File: config.mk
export PLATFORM = sky130hd
export DESIGN_NAME = cam_capture
export DESIGN_NICKNAME = d
export VERILOG_FILES = /design/src/rtl/cam_capture.sv
export SDC_FILE = /design/constraint.sdc
export NUM_CORES = 1
export LEC_CHECK = 0
export ABC_CLOCK_PERIOD_IN_PS = 5930
export CAP_MARGIN = 5
export CORE_MARGIN = 8
export CORE_UTILIZATION = 56
export CTS_CLUSTER_DIAMETER = 60
export DETAILED_ROUTE_END_ITERATION = 7
export PLACE_DENSITY = 0.8
export SLEW_MARGIN = 20
export SYNTH_ARGS = -nofsm -noshare
export SYNTH_HDL_FRONTEND = slang
export SYNTH_SLANG_ARGS = --single-unit
File: constraint.sdc
create_clock -name clk -period 5.93 [get_ports clk]
set_clock_uncertainty 0.2 [all_clocks]
set_input_delay 1.779 -clock clk [delete_from_list [all_inputs] [get_ports clk]]
set_output_delay 1.779 -clock clk [all_outputs]
set_load 0.05 [all_outputs]
File: src/rtl/cam_capture.sv
`default_nettype none
// ============================================================================
//  Module      : cam_capture
//  Description : Captures RGB565 pixels from a DVP-style camera (vsync/href,
//                two bytes per pixel, high byte first), converts them to
//                RGB332 and emits linear, row-major frame-buffer writes.
//                Reports frame completion, buffer overflow and odd-length
//                lines.
//  Revision    : 1.0 - initial release
// ============================================================================
module cam_capture #(
  parameter int AW    = 15,
  parameter int DW    = 8,
  parameter int IMG_W = 160,
  parameter int IMG_H = 120
) (
  input  logic          clk,
  input  logic          rst,
  input  logic          en,
  input  logic          vsync,
  input  logic          href,
  input  logic [7:0]    px_data,
  output logic [AW-1:0] addr_in,
  output logic [DW-1:0] data_in,
  output logic          regwrite,
  output logic          frame_done,
  output logic          ovf,
  output logic          line_err
);

  // Address of the final pixel slot in the frame buffer.
  localparam logic [AW-1:0] LAST_ADDR = AW'(IMG_W * IMG_H - 1);

  typedef enum logic [1:0] {
    IDLE       = 2'd0,
    WAIT_FRAME = 2'd1,
    BYTE1      = 2'd2,
    BYTE2      = 2'd3
  } state_t;

  state_t        state_q,      state_d;
  logic          vsync_q,      vsync_d;
  logic [AW-1:0] wr_addr_q,    wr_addr_d;
  logic          full_q,       full_d;
  logic [2:0]    red_q,        red_d;
  logic [2:0]    green_q,      green_d;
  logic [AW-1:0] addr_in_q,    addr_in_d;
  logic [DW-1:0] data_in_q,    data_in_d;
  logic          regwrite_q,   regwrite_d;
  logic          frame_done_q, frame_done_d;
  logic          ovf_q,        ovf_d;
  logic          line_err_q,   line_err_d;

  logic          vsync_fall;
  logic          vsync_rise;

  // Edges of vsync relative to the previous sample.
  assign vsync_fall = vsync_q & ~vsync;
  assign vsync_rise = ~vsync_q & vsync;

  // Next-state and output computation; every register holds unless changed.
  always_comb begin
    state_d      = state_q;
    vsync_d      = vsync;
    wr_addr_d    = wr_addr_q;
    full_d       = full_q;
    red_d        = red_q;
    green_d      = green_q;
    addr_in_d    = addr_in_q;
    data_in_d    = data_in_q;
    regwrite_d   = 1'b0;
    frame_done_d = 1'b0;
    ovf_d        = ovf_q;
    line_err_d   = line_err_q;

    case (state_q)
      IDLE: begin
        if (en) begin
          state_d = WAIT_FRAME;
        end
      end

      WAIT_FRAME: begin
        // Start of a new frame: rewind the pointer and clear sticky flags.
        if (vsync_fall) begin
          wr_addr_d  = '0;
          full_d     = 1'b0;
          addr_in_d  = '0;
          ovf_d      = 1'b0;
          line_err_d = 1'b0;
          state_d    = BYTE1;
        end
      end

      BYTE1: begin
        // vsync wins over href; a half-received pixel is simply dropped.
        if (vsync_rise) begin
          frame_done_d = 1'b1;
          state_d      = en ? WAIT_FRAME : IDLE;
        end else if (href) begin
          red_d   = px_data[7:5];
          green_d = px_data[2:0];
          state_d = BYTE2;
        end
      end

      BYTE2: begin
        if (vsync_rise) begin
          frame_done_d = 1'b1;
          state_d      = en ? WAIT_FRAME : IDLE;
        end else if (href) begin
          state_d = BYTE1;
          if (full_q) begin
            // Buffer already holds a whole frame: drop the pixel, flag it.
            ovf_d = 1'b1;
          end else begin
            regwrite_d = 1'b1;
            addr_in_d  = wr_addr_q;
            data_in_d  = DW'({red_q, green_q, px_data[4:3]});
            // The pointer parks on the last slot once it has been written.
            if (wr_addr_q == LAST_ADDR) begin
              full_d = 1'b1;
            end else begin
              wr_addr_d = wr_addr_q + AW'(1);
            end
          end
        end else begin
          // href dropped between the two bytes of a pixel.
          line_err_d = 1'b1;
          state_d    = BYTE1;
        end
      end

      default: begin
        state_d = IDLE;
      end
    endcase
  end

  // State and output registers with synchronous reset.
  always_ff @(posedge clk) begin
    if (rst) begin
      state_q      <= IDLE;
      vsync_q      <= 1'b0;
      wr_addr_q    <= '0;
      full_q       <= 1'b0;
      red_q        <= '0;
      green_q      <= '0;
      addr_in_q    <= '0;
      data_in_q    <= '0;
      regwrite_q   <= 1'b0;
      frame_done_q <= 1'b0;
      ovf_q        <= 1'b0;
      line_err_q   <= 1'b0;
    end else begin
      state_q      <= state_d;
      vsync_q      <= vsync_d;
      wr_addr_q    <= wr_addr_d;
      full_q       <= full_d;
      red_q        <= red_d;
      green_q      <= green_d;
      addr_in_q    <= addr_in_d;
      data_in_q    <= data_in_d;
      regwrite_q   <= regwrite_d;
      frame_done_q <= frame_done_d;
      ovf_q        <= ovf_d;
      line_err_q   <= line_err_d;
    end
  end

  assign addr_in    = addr_in_q;
  assign data_in    = data_in_q;
  assign regwrite   = regwrite_q;
  assign frame_done = frame_done_q;
  assign ovf        = ovf_q;
  assign line_err   = line_err_q;

endmodule
`default_nettype wire

cell_classes.png
Scale bar: 20 um. Fill, decap, tap and diode cells in gray.
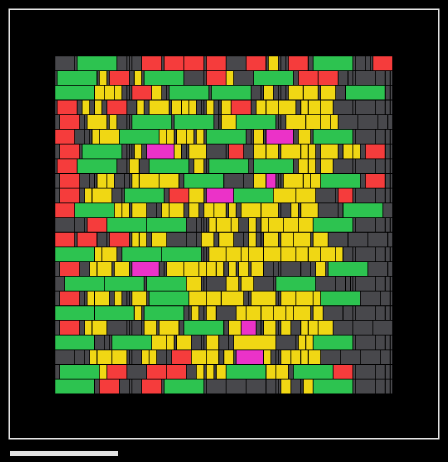
Key: other buffers and delay cells = red [cells 41]; clock drivers and dummy loads = magenta [cells 7]; all other logic = yellow [cells 190]; flip-flops = green [cells 52]

==> results_dict.tcl <==
# implementation run metrics
set metrics [dict create \
    status "finished, final reports clean" \
    die_w_um 79.22 \
    die_y_um 79.22 \
    place.gp.congestion 0.8974 \
    critical_path_required_ps 5960 \
    finalSetupTns_ps 0 \
    boundaryPins 40 \
    place_inst 333 \
    rows 23 \
    hold_path_class "flip-flop to flip-flop" \
    synthArstFlopShare 0 \
    drc 0 \
    ys_seq_elements 52 \
    wl_per_cell_um 15.88 \
    vias_per_cell 5.829 \
    syn_avg_cell_area_sq_um 8.676 \
    critPathMaxFanout 42 \
    antenna_cells 0 \
    wl_met1_mm 2.591 \
    cts_hold_buf 0 \
    rsz0062_at_grt "false" \
    crit_type "input port to flip-flop" \
    max_slew_margin 0.4427 \
    leakage_nw 0.8671 \
    synth_cell_types 49 \
    finalCriticalPeriod_ps 3858 \
    fp_util 0.5719 \
    syn_area_sq_mm 0.002238 \
    postCtsSetupRepairBufs 0 \
    first_pass_iters 5 \
    period_used_share 0.6505 \
    grt_pass1_wl_mm 9.018 \
    powerDensity_mw_per_mm2 216.5 \
    clk_pin_slew_ps 90 \
    grt_antenna_before_repair 0 \
    nNetsFinal 304 \
    top_layer "met4" \
    numCtsBuffers 5 \
    cp.arrival_ps 3890 \
    ctsResizeCount 0 \
    grt_pass1_vias 1870 \
    ir_worst_vdd_uv 150.6 \
    postRouteAntennaNets 0 \
    syn_to_final_growth_pct 21.69 \
    fmax_mhz 259.2 \
    cts_max_level 2 \
    drt_iter0_markers 245 \
    yosys_most_used_dff "dfxtp_1" \
    ys_cells 258 \
    clk_latency_ps 300 \
    hold_viol_final 0 \
    synth_nets 272 \
    cts-root-buf "clkbuf_8" \
    core_area_sq_mm 0.003914 \
    yosysSeqAreaShare 0.4651 \
    warning_count 26 \
    route.met3.wl_um 299 \
    netlist_instances 258 \
    gr-total-overflow 0 \
    worst_setup_path_start_kind "input port" \
    die_area_sq_mm 0.006276 \
    synth_chip_area_sq_mm 0.002238 \
    numPortBuffers 39 \
    drive_gt1_frac 0.05862 \
    edf_count 0 \
    yosysWarningCount 0 \
    worst_pin_slew_ps 836.0 \
    dr_wl_met2_mm 2.414 \
    grt_max_degree 43 \
    cts_buffer_depth 2 \
    track_usage 0.1774 \
    cts_tree "yes" \
    clock-sinks 52 \
    slew_violations 0 \
    maxCapViolCount 0 \
    finalSetupViolations 0 \
    end_kind "flip-flop" \
    stdcell_count 340 \
    dp_hpwl_mm 3.877 \
]
metal_stack.png
Scale bar: 20 um.
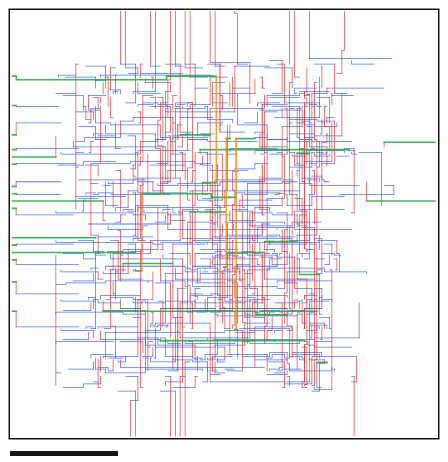
Key: met2 = red [wire length 2410 um]; met1 = blue [wire length 2590 um]; met3 = green [wire length 300 um]; met4 = orange [wire length 93.2 um]
final wirelength: 5.399 mm
vias: 1982

[worst max-delay path, cell delays in order]
cell	delay [ps]
clkdlybuf4s50_1	410
buf_4	260
or3b_2	490
or3_1	380
clkinv_1	180
o21ai_0	190
o221ai_1	200
[stage by stage]
step / hold WS, ps / setup slack (ps) / util / cell area [sq um] / power [W]
4_1_cts: 263.7 / 2069 / 0.6960 / 2724 / 0.0005947
3_3_place_gp: 241.8 / 1811 / 0.6752 / 2643 / 0.0004035
6_report: 258.3 / 2072 / 0.6960 / 2724 / 0.0005898
5_1_grt: 283.3 / 1892 / 0.6960 / 2724 / 0.0006103
3_5_place_dp: 248.7 / 1758 / 0.6752 / 2643 / 0.0004043
2_1_floorplan: 231.3 / 2561 / - / 2238 / 0.0003892
[kinds of logic after synthesis]
logic type	share of synthesized area
xor+xnor	0.003914
mux	0.03578
fa+ha+maj	0.005589
buf+inv	0.05366
simple gates	0.2376
flops	0.4651
compound gates	0.1984
[routing by layer]
| layer | vias to the layer above | global-route usage |
|---|---|---|
| met5 | - | 0 |
| met4 | 0 | 0.07778 |
| met3 | 10 | 0.03725 |
| met2 | 55 | 0.2646 |
| met1 | 922 | 0.2401 |
| li1 | 995 | - |
[cells in the mapped netlist (all sizes together), types with 2 or more instances]
cell	number	share of area
dfxtp	52	0.47
nand4	5	0.021
o311ai	2	0.0078
and3	3	0.0084
mux2i	8	0.036
nor2	24	0.040
or3	3	0.0089
inv	14	0.023
nand3b	2	0.0067
or2	2	0.0056
o21ai	5	0.011
o221ai	2	0.0078
and2	2	0.0056
nand3	8	0.018
or4	3	0.010
nor3	5	0.013
a21oi	17	0.038
nand2	27	0.045
nor3b	3	0.010
o22ai	2	0.0056
nand4b	2	0.0078
a22oi	17	0.057
buf	3	0.0067
o211ai	8	0.027
nor4	2	0.0056
nor2b	3	0.0084
a31oi	4	0.011
clkbuf	13	0.022
[power by group]
part / switching, W / leakage, nW / internal, W
Clock: 0.000113 / 0.0400 / 0.0000801
Combinational: 0.0000179 / 0.407 / 0.0000168
Sequential: 0.00000877 / 0.420 / 0.000353
[flip-flops by register name, indices dropped and copies added (netlist names)]
name        cells
addr_in        15
data_in         8
green_q         3
wr_addr_q      15
ovf             1
full_q          1
state_q         2
regwrite        1
vsync_q         1
frame_done      1
line_err        1
red_q           3
[layout by cell type, fill, tap and decap left out, types with 5 or more instances in the layout]
cell and n:
o211ai_1 8, a22oi_1 17, nand2_1 27, dfxtp_1 52, mux2i_1 8, a21oi_1 17
nor2_1 24, clkbuf_8 5, clkdlybuf4s50_1 39, nand3_1 8, inv_1 14
[worst paths after layout]
| kind | slack (ps) | depth (start not counted) | from | to |
|---|---|---|---|---|
| worst max register to register | 3500 | 4 | state_q[0] | wr_addr_q[7] |
| worst min register to register | 260 | 2 | green_q[2] | data_in[4] |
| worst min-delay path | 260 | 2 | green_q[2] | data_in[4] |
| worst max-delay path | 2070 | 7 | rst | wr_addr_q[14] |
[cell type report]
type	instances	area (sq um)
Sequential cell	52	1041
Clock buffer	5	68.82
Fill cell	319	1190
Timing Repair Buffer	41	405.4
Tap cell	50	62.56
Inverter	15	56.30
Multi-Input combinational cell	175	1077
Clock inverter	2	12.51
Power is estimated from default activity; no workload was simulated.
